`src/rtl/uart_reg_if.sv`:
```
// uart_reg_if: CPU bus plus uart_tx/uart_rx links of the UART register bank
interface uart_reg_if #(
  parameter int DATA_W = 8,
  parameter int ADDR_W = 3
);
  logic              wr_en;
  logic              rd_en;
  logic [ADDR_W-1:0] addr;
  logic [DATA_W-1:0] wr_data;
  logic [DATA_W-1:0] rd_data;
  logic              rd_valid;
  logic [DATA_W-1:0] tx_p_data;
  logic              tx_data_valid;
  logic              tx_busy;
  logic              tx_done;
  logic [DATA_W-1:0] rx_p_data;
  logic              rx_data_valid;
  logic              irq;
  modport master (
    output wr_en, rd_en, addr, wr_data, tx_busy, tx_done, rx_p_data, rx_data_valid,
    input  rd_data, rd_valid, tx_p_data, tx_data_valid, irq
  );
  modport slave (
    input  wr_en, rd_en, addr, wr_data, tx_busy, tx_done, rx_p_data, rx_data_valid,
    output rd_data, rd_valid, tx_p_data, tx_data_valid, irq
  );
endinterface

```
`src/rtl/uart_reg_bank.sv`:
```
// uart_reg_bank: CPU register bank with TX/RX FIFOs, TX launch sequencer and W1C flags; UART_REG_IRQ_EN enables irq
module uart_reg_bank #(
  parameter int DATA_W     = 8,
  parameter int ADDR_W     = 3,
  parameter int FIFO_DEPTH = 4
) (
  input logic       clk,
  input logic       rst,
  uart_reg_if.slave bus
);
  localparam int PW = $clog2(FIFO_DEPTH);
  localparam int CW = PW + 1;
  localparam logic [ADDR_W-1:0] A_CTRL   = ADDR_W'(0);
  localparam logic [ADDR_W-1:0] A_TXDATA = ADDR_W'(1);
  localparam logic [ADDR_W-1:0] A_RXDATA = ADDR_W'(2);
  localparam logic [ADDR_W-1:0] A_STATUS = ADDR_W'(3);
  localparam logic [ADDR_W-1:0] A_FLAGS  = ADDR_W'(4);
`ifdef UART_REG_IRQ_EN
  localparam logic [3:0] CTRL_MASK = 4'hF;
`else
  localparam logic [3:0] CTRL_MASK = 4'h3;
`endif

  typedef enum logic [1:0] {IDLE, LAUNCH, WAIT} tx_state_t;

  tx_state_t         r_state, w_next;
  logic [3:0]        r_ctrl, r_flags, w_set, w_clr;
  logic [DATA_W-1:0] r_tx_mem [FIFO_DEPTH];
  logic [DATA_W-1:0] r_rx_mem [FIFO_DEPTH];
  logic [PW-1:0]     r_tx_wp, r_tx_rp, r_rx_wp, r_rx_rp;
  logic [CW-1:0]     r_tx_cnt, r_rx_cnt;
  logic [DATA_W-1:0] r_rd_data, r_tx_p_data, w_rd_mux;
  logic              r_rd_valid;
  logic w_wr, w_rd, w_tx_empty, w_tx_full, w_rx_empty, w_rx_full;
  logic w_tx_wr, w_tx_push, w_tx_pop, w_launch, w_done_evt;
  logic w_rx_rd, w_rx_pop, w_rx_in, w_rx_push;

  assign w_wr       = bus.wr_en;
  assign w_rd       = bus.rd_en & ~bus.wr_en;
  assign w_tx_empty = r_tx_cnt == '0;
  assign w_tx_full  = r_tx_cnt == CW'(FIFO_DEPTH);
  assign w_rx_empty = r_rx_cnt == '0;
  assign w_rx_full  = r_rx_cnt == CW'(FIFO_DEPTH);
  assign w_tx_wr    = w_wr && bus.addr == A_TXDATA;
  assign w_tx_push  = w_tx_wr & ~w_tx_full;
  assign w_rx_rd    = w_rd && bus.addr == A_RXDATA;
  assign w_rx_pop   = w_rx_rd & ~w_rx_empty;
  assign w_rx_in    = bus.rx_data_valid & r_ctrl[1];
  // a pop in the same cycle frees the slot, so a push into a full FIFO still lands
  assign w_rx_push  = w_rx_in & (~w_rx_full | w_rx_pop);
  assign w_set      = {w_rx_rd & w_rx_empty, w_done_evt, w_rx_in & w_rx_full & ~w_rx_pop, w_tx_wr & w_tx_full};
  assign w_clr      = (w_wr && bus.addr == A_FLAGS) ? bus.wr_data[3:0] : 4'h0;

  assign bus.rd_data       = r_rd_data;
  assign bus.rd_valid      = r_rd_valid;
  assign bus.tx_p_data     = r_tx_p_data;
  assign bus.tx_data_valid = r_state == LAUNCH;

  // TX sequencer next state: launch one byte, then wait for the frame to end
  always_comb begin
    w_next     = r_state;
    w_launch   = 1'b0;
    w_tx_pop   = 1'b0;
    w_done_evt = 1'b0;
    case (r_state)
      IDLE:    if (r_ctrl[0] && !w_tx_empty && !bus.tx_busy) begin
                 w_next   = LAUNCH;
                 w_launch = 1'b1;
               end
      LAUNCH:  begin
                 w_next   = WAIT;
                 w_tx_pop = 1'b1;
               end
      WAIT:    if (bus.tx_done) begin
                 w_next     = IDLE;
                 w_done_evt = 1'b1;
               end
      default: w_next = IDLE;
    endcase
  end

  // TX sequencer state and the byte presented to uart_tx, captured on the way into LAUNCH
  always_ff @(posedge clk or negedge rst) begin
    if (!rst) begin
      r_state     <= IDLE;
      r_tx_p_data <= '0;
    end else begin
      r_state <= w_next;
      if (w_launch) r_tx_p_data <= r_tx_mem[r_tx_rp];
    end
  end

  // register read multiplexer
  always_comb begin
    w_rd_mux = '0;
    case (bus.addr)
      A_CTRL:   w_rd_mux = DATA_W'(r_ctrl);
      A_RXDATA: w_rd_mux = w_rx_empty ? '0 : r_rx_mem[r_rx_rp];
      A_STATUS: w_rd_mux = DATA_W'({r_state != IDLE, w_rx_full, w_rx_empty, w_tx_full, w_tx_empty, bus.tx_busy});
      A_FLAGS:  w_rd_mux = DATA_W'(r_flags);
      default:  w_rd_mux = '0;
    endcase
  end

  // CTRL storage, sticky flags (set beats clear) and registered read port
  always_ff @(posedge clk or negedge rst) begin
    if (!rst) begin
      r_ctrl     <= '0;
      r_flags    <= '0;
      r_rd_data  <= '0;
      r_rd_valid <= 1'b0;
    end else begin
      if (w_wr && bus.addr == A_CTRL) r_ctrl <= bus.wr_data[3:0] & CTRL_MASK;
      r_flags    <= (r_flags & ~w_clr) | w_set;
      r_rd_valid <= w_rd;
      if (w_rd) r_rd_data <= w_rd_mux;
    end
  end

  // FIFO pointers and counts; pointers wrap naturally at the power-of-two depth
  always_ff @(posedge clk or negedge rst) begin
    if (!rst) begin
      r_tx_wp  <= '0;
      r_tx_rp  <= '0;
      r_tx_cnt <= '0;
      r_rx_wp  <= '0;
      r_rx_rp  <= '0;
      r_rx_cnt <= '0;
    end else begin
      if (w_tx_push) r_tx_wp <= r_tx_wp + PW'(1);
      if (w_tx_pop) r_tx_rp <= r_tx_rp + PW'(1);
      r_tx_cnt <= r_tx_cnt + CW'(w_tx_push) - CW'(w_tx_pop);
      if (w_rx_push) r_rx_wp <= r_rx_wp + PW'(1);
      if (w_rx_pop) r_rx_rp <= r_rx_rp + PW'(1);
      r_rx_cnt <= r_rx_cnt + CW'(w_rx_push) - CW'(w_rx_pop);
    end
  end

  // FIFO storage; contents need no reset since the pointers define validity
  always_ff @(posedge clk) begin
    if (w_tx_push) r_tx_mem[r_tx_wp] <= bus.wr_data;
    if (w_rx_push) r_rx_mem[r_rx_wp] <= bus.rx_p_data;
  end

`ifdef UART_REG_IRQ_EN
  logic r_irq;
  assign bus.irq = r_irq;
  // interrupt request, one cycle behind its causes
  always_ff @(posedge clk or negedge rst) begin
    if (!rst) r_irq <= 1'b0;
    else r_irq <= (r_ctrl[2] & ~w_rx_empty) | (r_ctrl[3] & w_tx_empty & (r_state == IDLE)) | (|r_flags);
  end
`else
  assign bus.irq = 1'b0;
`endif
endmodule

```
`src/flat_wrapper.sv`:
```
// flat-port wrapper written by rule: the top's interface ports become plain ports
module uart_reg_bank_flat 
#(
  parameter int DATA_W     = 8,
  parameter int ADDR_W     = 3,
  parameter int FIFO_DEPTH = 4
)
  (clk, rst, bus_wr_en, bus_rd_en, bus_addr, bus_wr_data, bus_tx_busy, bus_tx_done, bus_rx_p_data, bus_rx_data_valid, bus_rd_data, bus_rd_valid, bus_tx_p_data, bus_tx_data_valid, bus_irq);
  uart_reg_if #(.DATA_W(DATA_W), .ADDR_W(ADDR_W)) bus_i ();
  input logic clk;
  input logic rst;
  input wire logic [$bits(bus_i.wr_en)-1:0] bus_wr_en;
  input wire logic [$bits(bus_i.rd_en)-1:0] bus_rd_en;
  input wire logic [$bits(bus_i.addr)-1:0] bus_addr;
  input wire logic [$bits(bus_i.wr_data)-1:0] bus_wr_data;
  input wire logic [$bits(bus_i.tx_busy)-1:0] bus_tx_busy;
  input wire logic [$bits(bus_i.tx_done)-1:0] bus_tx_done;
  input wire logic [$bits(bus_i.rx_p_data)-1:0] bus_rx_p_data;
  input wire logic [$bits(bus_i.rx_data_valid)-1:0] bus_rx_data_valid;
  output wire logic [$bits(bus_i.rd_data)-1:0] bus_rd_data;
  output wire logic [$bits(bus_i.rd_valid)-1:0] bus_rd_valid;
  output wire logic [$bits(bus_i.tx_p_data)-1:0] bus_tx_p_data;
  output wire logic [$bits(bus_i.tx_data_valid)-1:0] bus_tx_data_valid;
  output wire logic [$bits(bus_i.irq)-1:0] bus_irq;
  assign bus_i.wr_en = bus_wr_en;
  assign bus_i.rd_en = bus_rd_en;
  assign bus_i.addr = bus_addr;
  assign bus_i.wr_data = bus_wr_data;
  assign bus_i.tx_busy = bus_tx_busy;
  assign bus_i.tx_done = bus_tx_done;
  assign bus_i.rx_p_data = bus_rx_p_data;
  assign bus_i.rx_data_valid = bus_rx_data_valid;
  assign bus_rd_data = bus_i.rd_data;
  assign bus_rd_valid = bus_i.rd_valid;
  assign bus_tx_p_data = bus_i.tx_p_data;
  assign bus_tx_data_valid = bus_i.tx_data_valid;
  assign bus_irq = bus_i.irq;
  uart_reg_bank #(.DATA_W(DATA_W), .ADDR_W(ADDR_W), .FIFO_DEPTH(FIFO_DEPTH)) u_core (.clk(clk), .rst(rst), .bus(bus_i));
endmodule
```
`config.mk`:
```
export PLATFORM = sky130hd
export DESIGN_NAME = uart_reg_bank_flat
export DESIGN_NICKNAME = d
export VERILOG_FILES = /design/src/rtl/uart_reg_if.sv /design/src/rtl/uart_reg_bank.sv /design/src/flat_wrapper.sv
export SDC_FILE = /design/constraint.sdc
export NUM_CORES = 1
export LEC_CHECK = 0
export CAP_MARGIN = 10
export CORE_MARGIN = 2
export CORE_UTILIZATION = 60
export CTS_CLUSTER_DIAMETER = 200
export CTS_CLUSTER_SIZE = 40
export DETAILED_ROUTE_END_ITERATION = 8
export PLACE_DENSITY = 0.88
export SLEW_MARGIN = 20
export SYNTH_ARGS = -nofsm -noshare
export SYNTH_HDL_FRONTEND = slang
export SYNTH_SLANG_ARGS = --single-unit
```
`constraint.sdc`:
```
create_clock -name clk -period 3.2 [get_ports clk]
set_input_delay 0.32 -clock clk [delete_from_list [all_inputs] [get_ports clk]]
set_output_delay 0.32 -clock clk [all_outputs]
set_load 0.01 [all_outputs]
```
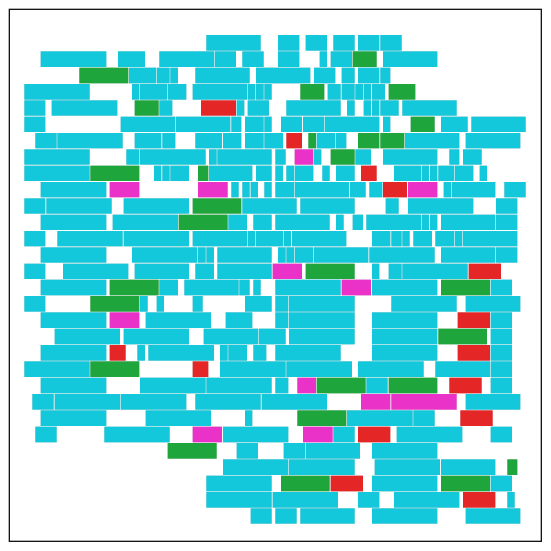
*Cells by drive strength, run 1*
(6 px per um)
colour	size	cells	share	most used
magenta	_6 and larger	12	3.9%	clkbuf_8
cyan	_0 and _1 cells	257	83%	edfxtp_1
green	_2 cells	27	8.7%	mux4_2
red	_3 and _4 cells	14	4.5%	mux2_4

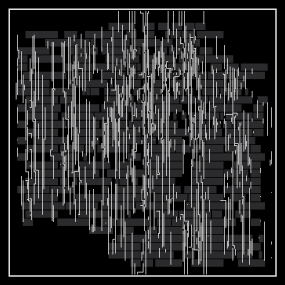
*The metal 2 layer, run 1*
(3 px per um) Cells faint in the background.
wire length on this layer	3820 um
longest straight run	46.6 um
share of all routed wire	54%
nets with wire on the layer	304

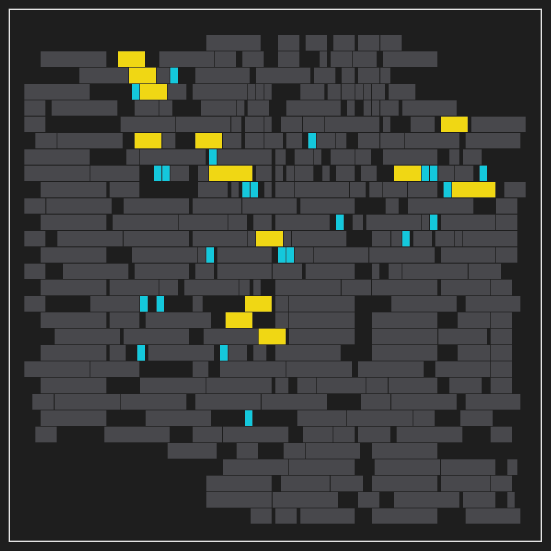
*Gate families picked out, run 1*
(6 px per um)
colour	family	cells
yellow	fa/ha/maj cells	13
cyan	inv cells	23

==> impl_results.html, run 1 <==
<h2>Synthesis and place &amp; route</h2>
<table>
<tr><th>Metric</th><th>Value</th></tr>
<tr><th colspan="2">Finish</th></tr>
<tr><td>Dominant logic cell types in the final layout</td><td>sky130_fd_sc_hd__edfxtp_1, sky130_fd_sc_hd__clkdlybuf4s50_1, sky130_fd_sc_hd__dfrtp_1, sky130_fd_sc_hd__inv_1, sky130_fd_sc_hd__nand2_1</td></tr>
<tr><td>Clock network share of area</td><td>0.0392</td></tr>
<tr><td>Non-clock inverter total of the final layout</td><td>23</td></tr>
<tr><td>Fraction of area in registers</td><td>0.582</td></tr>
<tr><td>Growth of design area from synthesis to finish</td><td>16.5%</td></tr>
<tr><td>Post-route cell area</td><td>4980 um2</td></tr>
<tr><td>Area-dominant class</td><td>sequential cells</td></tr>
<tr><td>Comb/total area</td><td>0.249</td></tr>
<tr><td>Most numerous logic cell after layout</td><td>sky130_fd_sc_hd__edfxtp_1</td></tr>
<tr><td>Layout buffer count excluding clock buffers</td><td>around 45</td></tr>
<tr><td>Total Nets Final</td><td>344</td></tr>
<tr><td>Seq cells</td><td>103</td></tr>
<tr><td>CLK BUF</td><td>9</td></tr>
<tr><td>Fraction of layout instances using a drive strength above 1</td><td>0.171</td></tr>
<tr><td>Total area of sequential cells</td><td>2900 um2</td></tr>
<tr><th colspan="2">Synth</th></tr>
<tr><td>Cell taking the most area after synthesis</td><td>sky130_fd_sc_hd__edfxtp_1</td></tr>
<tr><td>XOR/XNOR share of the synthesized area</td><td>0.0225</td></tr>
<tr><td>Biggest area contributors in the synthesized netlist</td><td>sky130_fd_sc_hd__edfxtp_1, sky130_fd_sc_hd__dfrtp_1, sky130_fd_sc_hd__mux4_2, sky130_fd_sc_hd__ha_1, sky130_fd_sc_hd__mux2_4</td></tr>
<tr><td>Number of synthesized flops with an enable pin</td><td>roughly 64</td></tr>
<tr><td>Total of flip-flops plus latches after synthesis</td><td>103</td></tr>
<tr><td>Mean post-synth cell area</td><td>16.6 um2</td></tr>
<tr><td>Area share of and/or/nand/nor cells after synthesis</td><td>0.0617</td></tr>
<tr><td>Post-synth seq share</td><td>0.678</td></tr>
<tr><td>Top cells by instance count after synthesis</td><td>sky130_fd_sc_hd__edfxtp_1, sky130_fd_sc_hd__dfrtp_1, sky130_fd_sc_hd__inv_1</td></tr>
<tr><td>Mapped cell area</td><td>4280 um2</td></tr>
<tr><td>Compound-cell area share of the yosys netlist</td><td>0.0380</td></tr>
<tr><td>Number of cells in the yosys synthesis report</td><td>258</td></tr>
<tr><td>Library cell with the highest instance count after synthesis</td><td>sky130_fd_sc_hd__edfxtp_1</td></tr>
<tr><td>Fraction of synthesized cell area taken by the top area cell type</td><td>0.449</td></tr>
<tr><td>Number of instances in the synthesized netlist</td><td>258</td></tr>
<tr><th colspan="2">GRT</th></tr>
<tr><td>Vias in the first global route</td><td>2330</td></tr>
<tr><td>Global-route wire length before repair</td><td>11800 um</td></tr>
<tr><td>Largest net degree at the start of global routing</td><td>40</td></tr>
<tr><td>Layer with the highest usage</td><td>met2</td></tr>
<tr><td>Aggregate global-route resource usage</td><td>0.209</td></tr>
<tr><td>Met1 Usage GRT</td><td>0.263</td></tr>
<tr><td>Number of antenna violations at the first check in global routing</td><td>0</td></tr>
<tr><th colspan="2">Detailed routing</th></tr>
<tr><td>Drt initial violations</td><td>127</td></tr>
<tr><td>Avg Vias per Cell</td><td>5.44</td></tr>
<tr><td>Met2 Wirelength</td><td>3820 um</td></tr>
<tr><td>Router iterations before antenna repair</td><td>4</td></tr>
<tr><td>Uppermost metal layer occupied by signal nets</td><td>met4</td></tr>
<tr><td>Final WL</td><td>7120 um</td></tr>
<tr><td>Antenna Nets Post-Route</td><td>0</td></tr>
<tr><th colspan="2">Worst setup path</th></tr>
<tr><td>Reg2reg end</td><td>u_core.r_rx_cnt[2]</td></tr>
<tr><td>R2R setup slack</td><td>990 ps</td></tr>
<tr><td>Crit path arrival time</td><td>~2600 ps</td></tr>
<tr><td>Stages on the worst setup path</td><td>9</td></tr>
<tr><td>Critical Path RT</td><td>3480 ps</td></tr>
<tr><td>Critical path destination</td><td>u_core.r_rx_cnt[2]</td></tr>
<tr><td>Critical Path Slowest Stage Cell</td><td>sky130_fd_sc_hd__clkdlybuf4s50_1</td></tr>
<tr><td>Startpoint type of the worst setup path</td><td>input pin</td></tr>
<tr><td>CP Cell Sequence</td><td>clkdlybuf4s50_1, nor3b_2, nand3b_2, a21oi_4, ha_1, inv_1, fa_1, xnor2_1, xnor2_1</td></tr>
<tr><td>Family of cells with the greatest summed delay on the critical path</td><td>buffers and inverters</td></tr>
<tr><td>Critical path class</td><td>in -&gt; reg</td></tr>
<tr><th colspan="2">Clocking</th></tr>
<tr><td>Clock tree from TritonCTS</td><td>built</td></tr>
<tr><td>TritonCTS Buffers</td><td>9</td></tr>
<tr><td>Hold-fix buffers at CTS</td><td>0</td></tr>
<tr><td>Clk Tree Root Cell</td><td>sky130_fd_sc_hd__clkbuf_8</td></tr>
<tr><td>Number of gates given a new drive strength after cts</td><td>0</td></tr>
<tr><th colspan="2">STA</th></tr>
<tr><td>Highest clock rate</td><td>approximately 430 MHz</td></tr>
<tr><td>Tcrit/Tclk final</td><td>0.735</td></tr>
<tr><td>Final setup fails</td><td>0</td></tr>
<tr><td>RSZ-0062 raised after global routing</td><td>no</td></tr>
<tr><td>Slew Limit Headroom</td><td>0.418</td></tr>
<tr><td>Setup Skew</td><td>~12 ps</td></tr>
<tr><td>Slew at the pin closest to its max-slew limit</td><td>872 ps</td></tr>
<tr><td>Number of max-slew violations in the final report</td><td>0</td></tr>
<tr><th colspan="2">Floorplan</th></tr>
<tr><td>I/O pin count</td><td>45</td></tr>
<tr><td>Core area</td><td>6830 um2</td></tr>
<tr><td>Horizontal die dimension</td><td>88.4 um</td></tr>
<tr><td>Row count</td><td>30</td></tr>
<tr><td>Well Taps</td><td>96</td></tr>
<tr><td>Chip Footprint</td><td>7820 um2</td></tr>
<tr><th colspan="2">Place</th></tr>
<tr><td>Post-detailed-placement half-perimeter wirelength</td><td>slightly above 5000 um</td></tr>
<tr><td>Placed Cells</td><td>390</td></tr>
<tr><td>Placer congestion estimate</td><td>approximately 0.83</td></tr>
<tr><th colspan="2">Power</th></tr>
<tr><td>Lkg Pwr</td><td>1.90 nW</td></tr>
<tr><td>Sequential fraction of design power</td><td>0.516</td></tr>
<tr><td>Switching part of the total power</td><td>0.290</td></tr>
<tr><td>Internal Dissipation</td><td>2.66 mW</td></tr>
<tr><td>Max IR drop VDD</td><td>491 uV</td></tr>
<tr><td>Seq power</td><td>between 1.5 and 2 mW</td></tr>
<tr><td>Biggest power consumer among the groups</td><td>sequential cells</td></tr>
<tr><td>PD cells</td><td>752 nW/um2</td></tr>
<tr><td>Proportion of power drawn by combinational gates</td><td>0.274</td></tr>
<tr><td>NetSw</td><td>1.09 mW</td></tr>
<tr><td>Part of the power in the clock network</td><td>0.211</td></tr>
<tr><th colspan="2">Job</th></tr>
<tr><td>Stage-log warning count</td><td>32</td></tr>
<tr><td>Total of max-cap violations</td><td>0</td></tr>
<tr><th colspan="2">Outcome</th></tr>
<tr><td>Run status</td><td>finished, final reports clean</td></tr>
</table>
run 1: metrics by stage:
step	utilization	hold slack [ps]	setup slack (ps)	power (mW)
3_5_place_dp	0.701	472	537	3.00
4_1_cts	0.729	90.4	889	3.79
6_report	0.729	68.0	849	3.75
3_3_place_gp	0.701	471	635	2.95
2_1_floorplan	-	24.4	1040	2.63
5_1_grt	0.729	135	739	3.97
run 1: state kept, by name (all words and copies together) (netlist names), 3 cells and up:
signal	count
u_core.r_tx_cnt	3
u_core.bus.tx_p_data	8
u_core.r_rx_cnt	3
u_core.r_tx_mem	32
u_core.bus.rd_data	8
u_core.r_flags	4
u_core.r_rx_mem	32
==> run 1 -> run 2 <==
Settings changed: CORE_UTILIZATION 60 to 56, PLACE_DENSITY 0.88 to 0.83.
Clock period 3.2 ns to 2.47 ns, I/O delays scaled along.
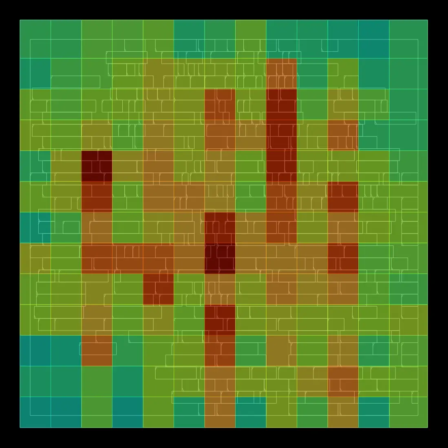
*Routing congestion, run 2*
wire length per cell after detailed routing: 17.7 um
met2 usage: 0.331
fraction of the core area covered by cells at the end of the flow: 0.686
layer with the highest usage: met2
aggregate global-route resource usage: 0.193

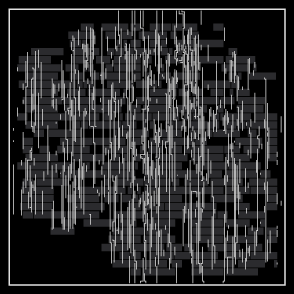
*The metal 2 layer, run 2*
(3 px per um) Cells faint in the background.
nets with wire on the layer	314
share of all routed wire	53%

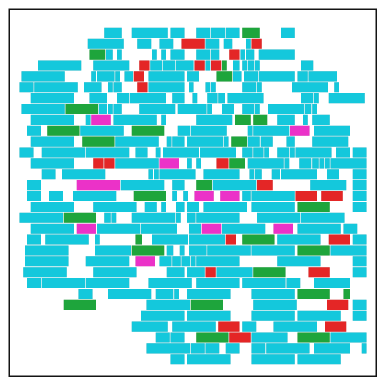
*Cells by drive strength, run 2*
(4 px per um)
colour	size	cells	share	most used
green	_2 cells	27	8.5%	mux4_2
cyan	_0 and _1 cells	258	81%	edfxtp_1
red	_3 and _4 cells	22	6.9%	buf_4
magenta	_6 and larger	10	3.2%	clkbuf_8

==> run 2 against run 1 <==
Final area up 1.0%. Sequential power up about 30%. Sequential share of layout area down 0.59 points. Highest routed layer unchanged.
==> impl_results.html, run 2 <==
<h2>Synthesis and place &amp; route</h2>
<table>
<tr><th>Metric</th><th>Value</th></tr>
<tr><th colspan="2">Power</th></tr>
<tr><td>Switching part of the total power</td><td>0.286 (-0.00384)</td></tr>
<tr><td>Proportion of power drawn by combinational gates</td><td>0.275 (about the same)</td></tr>
<tr><td>Power of the combinational group</td><td>1.33 mW</td></tr>
<tr><td>Max IR drop VDD</td><td>584 uV (+19%)</td></tr>
<tr><td>NetSw</td><td>1.39 mW (+28%)</td></tr>
<tr><td>Power consumed by the clock network</td><td>a little over 1 mW</td></tr>
<tr><td>Seq power</td><td>2.51 mW (+30%)</td></tr>
<tr><td>Part of the power in the clock network</td><td>0.208 (-0.003)</td></tr>
<tr><td>Sequential fraction of design power</td><td>0.518 (+0.002)</td></tr>
<tr><td>Biggest power consumer among the groups</td><td>sequential cells</td></tr>
<tr><td>Overall power</td><td>4.85 mW (+29%)</td></tr>
<tr><td>Internal Dissipation</td><td>3.46 mW (+30%)</td></tr>
<tr><td>PD cells</td><td>963 nW/um2 (+28%)</td></tr>
<tr><td>Lkg Pwr</td><td>1.93 nW (+1.6%)</td></tr>
<tr><th colspan="2">Finish</th></tr>
<tr><td>Growth of design area from synthesis to finish</td><td>17.7%</td></tr>
<tr><td>Fraction of layout instances using a drive strength above 1</td><td>0.186 (+0.0152)</td></tr>
<tr><td>Post-route cell area</td><td>5030 um2 (+1.0%)</td></tr>
<tr><td>Dominant logic cell types in the final layout</td><td>sky130_fd_sc_hd__edfxtp_1, sky130_fd_sc_hd__clkdlybuf4s50_1, sky130_fd_sc_hd__dfrtp_1, sky130_fd_sc_hd__inv_1, sky130_fd_sc_hd__nand2_1</td></tr>
<tr><td>Number of fill cells</td><td>approximately 460</td></tr>
<tr><td>Total Nets Final</td><td>351 (+2.0%)</td></tr>
<tr><td>Number of cells in the finished layout apart from fillers</td><td>416</td></tr>
<tr><td>Largest registers ranked by flip-flop count</td><td>u_core.r_rx_mem x32, u_core.r_tx_mem x32</td></tr>
<tr><td>Most numerous logic cell after layout</td><td>sky130_fd_sc_hd__edfxtp_1</td></tr>
<tr><td>Antenna cells</td><td>0</td></tr>
<tr><th colspan="2">GRT</th></tr>
<tr><td>Vias in the first global route</td><td>2375 (+1.9%)</td></tr>
<tr><td>Number of antenna violations at the first check in global routing</td><td>0 (unchanged)</td></tr>
<tr><td>Leftover overflow at the end of global routing</td><td>0</td></tr>
<tr><td>Largest net degree at the start of global routing</td><td>40 (unchanged)</td></tr>
<tr><td>Global-route wire length before repair</td><td>12000 um (+2.5%)</td></tr>
<tr><th colspan="2">Clocking</th></tr>
<tr><td>Clock transition at the registers of the reported paths</td><td>about 100 ps</td></tr>
<tr><td>Clk Tree Root Cell</td><td>sky130_fd_sc_hd__clkbuf_8</td></tr>
<tr><td>Number of gates given a new drive strength after cts</td><td>0 (unchanged)</td></tr>
<tr><td>TritonCTS Buffers</td><td>9 (unchanged)</td></tr>
<tr><td>Skew-Pair Late Insertion Delay</td><td>360 ps</td></tr>
<tr><td>Maximum level of the CTS H-tree</td><td>3</td></tr>
<tr><td>Hold-fix buffers at CTS</td><td>0 (unchanged)</td></tr>
<tr><td>CTS max path bufs</td><td>2</td></tr>
<tr><td>TritonCTS Sinks</td><td>103</td></tr>
<tr><td>Clock tree from TritonCTS</td><td>built</td></tr>
<tr><td>Number of buffers added for setup after CTS</td><td>0</td></tr>
<tr><th colspan="2">Floorplan</th></tr>
<tr><td>I/O pin count</td><td>45 (unchanged)</td></tr>
<tr><td>Core area</td><td>7330 um2 (+7.3%)</td></tr>
<tr><td>Row count</td><td>31 (+3.3%)</td></tr>
<tr><td>Die Y-Extent</td><td>between 90 and 100 um</td></tr>
<tr><td>Chip Footprint</td><td>8350 um2 (+6.8%)</td></tr>
<tr><td>Horizontal die dimension</td><td>91.4 um (+3.4%)</td></tr>
<tr><td>FP Util</td><td>0.583</td></tr>
<tr><th colspan="2">Worst setup path</th></tr>
<tr><td>Depth of the most critical reg-to-reg path</td><td>8</td></tr>
<tr><td>Family of cells with the greatest summed delay on the critical path</td><td>simple AND/OR/NAND/NOR gates</td></tr>
<tr><td>Critical path class</td><td>reg -&gt; reg</td></tr>
<tr><td>CP Cell Sequence</td><td>nor3_1, nand3b_2, xnor2_1, ha_1, inv_1, fa_1, xnor2_1, xnor2_1</td></tr>
<tr><td>Cell seen most often among critical-path stages</td><td>sky130_fd_sc_hd__xnor2_1</td></tr>
<tr><td>Largest stage delay, worst path</td><td>440 ps</td></tr>
<tr><td>Critical path peak fanout</td><td>4</td></tr>
<tr><td>Critical Path RT</td><td>2750 ps (-730 ps)</td></tr>
<tr><td>Worst R2R Start</td><td>u_core.r_rx_cnt[1]</td></tr>
<tr><td>Reg2reg end</td><td>u_core.r_rx_cnt[2]</td></tr>
<tr><td>Critical path endpoint category</td><td>flop</td></tr>
<tr><td>Crit path arrival time</td><td>2420 ps (-220 ps)</td></tr>
<tr><td>Startpoint type of the worst setup path</td><td>flop</td></tr>
<tr><td>Critical path startpoint</td><td>u_core.r_rx_cnt[1]</td></tr>
<tr><td>R2R setup slack</td><td>330 ps (-660 ps)</td></tr>
<tr><td>Critical Path Slowest Stage Cell</td><td>sky130_fd_sc_hd__dfrtp_1</td></tr>
<tr><td>Stages on the worst setup path</td><td>8 (-1)</td></tr>
<tr><td>Critical path destination</td><td>u_core.r_rx_cnt[2]</td></tr>
<tr><td>Worst path bufs/invs</td><td>1</td></tr>
<tr><th colspan="2">Synth</th></tr>
<tr><td>Top cells by instance count after synthesis</td><td>sky130_fd_sc_hd__edfxtp_1, sky130_fd_sc_hd__dfrtp_1, sky130_fd_sc_hd__inv_1</td></tr>
<tr><td>Area share of and/or/nand/nor cells after synthesis</td><td>0.0617 (unchanged)</td></tr>
<tr><td>Post-synth seq share</td><td>0.678 (unchanged)</td></tr>
<tr><td>Post-synthesis share of cell area spent on full adders, half adders and majority gates</td><td>0.0415</td></tr>
<tr><td>Synthesized chip area reported by yosys</td><td>4280 um2</td></tr>
<tr><td>Multiplexer fraction of the synthesized cell area</td><td>0.126</td></tr>
<tr><td>Async set-reset flop share out of synthesis</td><td>0.379</td></tr>
<tr><td>Syn nets</td><td>just under 300</td></tr>
<tr><td>Predominant post-synthesis flop cell</td><td>sky130_fd_sc_hd__edfxtp_1</td></tr>
<tr><td>Cell taking the most area after synthesis</td><td>sky130_fd_sc_hd__edfxtp_1</td></tr>
<tr><td>Mean post-synth cell area</td><td>16.6 um2 (unchanged)</td></tr>
<tr><td>Total of flip-flops plus latches after synthesis</td><td>103 (unchanged)</td></tr>
<tr><td>Synthesis Warnings</td><td>0</td></tr>
<tr><td>Mapped cell area</td><td>4280 um2 (unchanged)</td></tr>
<tr><td>Library cell with the highest instance count after synthesis</td><td>sky130_fd_sc_hd__edfxtp_1</td></tr>
<tr><td>Number of instances in the synthesized netlist</td><td>258 (unchanged)</td></tr>
<tr><td>Compound-cell area share of the yosys netlist</td><td>0.0380 (unchanged)</td></tr>
<tr><td>Dominant non-sequential cell family after synthesis</td><td>multiplexers</td></tr>
<tr><td>Biggest area contributors in the synthesized netlist</td><td>sky130_fd_sc_hd__edfxtp_1, sky130_fd_sc_hd__dfrtp_1, sky130_fd_sc_hd__mux4_2, sky130_fd_sc_hd__ha_1, sky130_fd_sc_hd__mux2_4</td></tr>
<tr><td>Number of synthesized flops with an enable pin</td><td>64 (unchanged)</td></tr>
<tr><td>Fraction of synthesized cell area taken by the top area cell type</td><td>0.449 (unchanged)</td></tr>
<tr><td>Post-synthesis cell type count</td><td>36</td></tr>
<tr><td>XOR/XNOR share of the synthesized area</td><td>0.0225 (unchanged)</td></tr>
<tr><td>Number of cells in the yosys synthesis report</td><td>258 (unchanged)</td></tr>
<tr><th colspan="2">STA</th></tr>
<tr><td>Worst setup slack after layout</td><td>328 ps (-521 ps)</td></tr>
<tr><td>RSZ-0062 raised after global routing</td><td>no</td></tr>
<tr><td>Slew Limit Headroom</td><td>0.400 (-0.0180)</td></tr>
<tr><td>Worst hold margin</td><td>5.76 ps (-62.2 ps)</td></tr>
<tr><td>Setup tns final</td><td>0 ps</td></tr>
<tr><td>Setup Skew</td><td>13.8 ps (+1.68 ps)</td></tr>
<tr><td>Tcrit/Tclk final</td><td>0.867</td></tr>
<tr><td>Highest clock rate</td><td>467 MHz</td></tr>
<tr><td>Number of hold violations in the final report</td><td>0</td></tr>
<tr><td>Number of max-slew violations in the final report</td><td>0 (unchanged)</td></tr>
<tr><td>Final setup fails</td><td>0 (unchanged)</td></tr>
<tr><td>Final min period</td><td>2140 ps</td></tr>
<tr><td>Slew at the pin closest to its max-slew limit</td><td>899 ps (+27.0 ps)</td></tr>
<tr><th colspan="2">Detailed routing</th></tr>
<tr><td>Antenna Nets Post-Route</td><td>0 (unchanged)</td></tr>
<tr><td>Final WL</td><td>7370 um (+3.5%)</td></tr>
<tr><td>Router iterations before antenna repair</td><td>4 (unchanged)</td></tr>
<tr><td>DR vias</td><td>2270</td></tr>
<tr><td>Detailed-route DRC error count</td><td>0</td></tr>
<tr><td>Avg Vias per Cell</td><td>5.46 (+0.25%)</td></tr>
<tr><td>Drt initial violations</td><td>181 (+43%)</td></tr>
<tr><th colspan="2">Worst hold path</th></tr>
<tr><td>Type of the most critical hold path</td><td>in -&gt; async</td></tr>
<tr><th colspan="2">Job</th></tr>
<tr><td>Total of max-cap violations</td><td>0 (unchanged)</td></tr>
<tr><td>Stage-log warning count</td><td>32 (unchanged)</td></tr>
<tr><th colspan="2">Place</th></tr>
<tr><td>Placed Cells</td><td>400 (+2.6%)</td></tr>
<tr><td>Post-detailed-placement half-perimeter wirelength</td><td>5250 um (+2.1%)</td></tr>
<tr><td>Standard cell area after detailed placement</td><td>between 4000 and 5000 um2</td></tr>
<tr><td>Worst slack at placement</td><td>98.2 ps (-439 ps)</td></tr>
<tr><td>Placer congestion estimate</td><td>0.799 (-4.2%)</td></tr>
<tr><td>IO Port Bufs</td><td>43</td></tr>
<tr><th colspan="2">Outcome</th></tr>
<tr><td>Run status</td><td>finished, final reports clean</td></tr>
</table>
-- run 2: cell count changes in the layout (fill, tap and decap cells not counted), sizes merged --
cell	before	now
inv	25	23
buf	3	10
clkbuf	9	11
-- run 2: cell type report --
class / count / area [um2] / area share
clock buffers: 11 / 131 / 0.0261
well taps: 99 / 124 / 0.0246
multi-input cells: 123 / 1240 / 0.247
flip-flops and latches: 103 / 2900 / 0.576
inverters: 23 / 86.3 / 0.0172
clock inverters: 5 / 58.8 / 0.0117
repair buffers: 52 / 493 / 0.0980
-- run 2: per-layer routing --
metal	share of wire	wire, um	track usage
met5	0	0	0
met4	0.015	107	0.0694
met3	0.037	273	0.0423
met2	0.53	3920	0.331
met1	0.42	3070	0.244
Power and IR drop assume default switching activity.
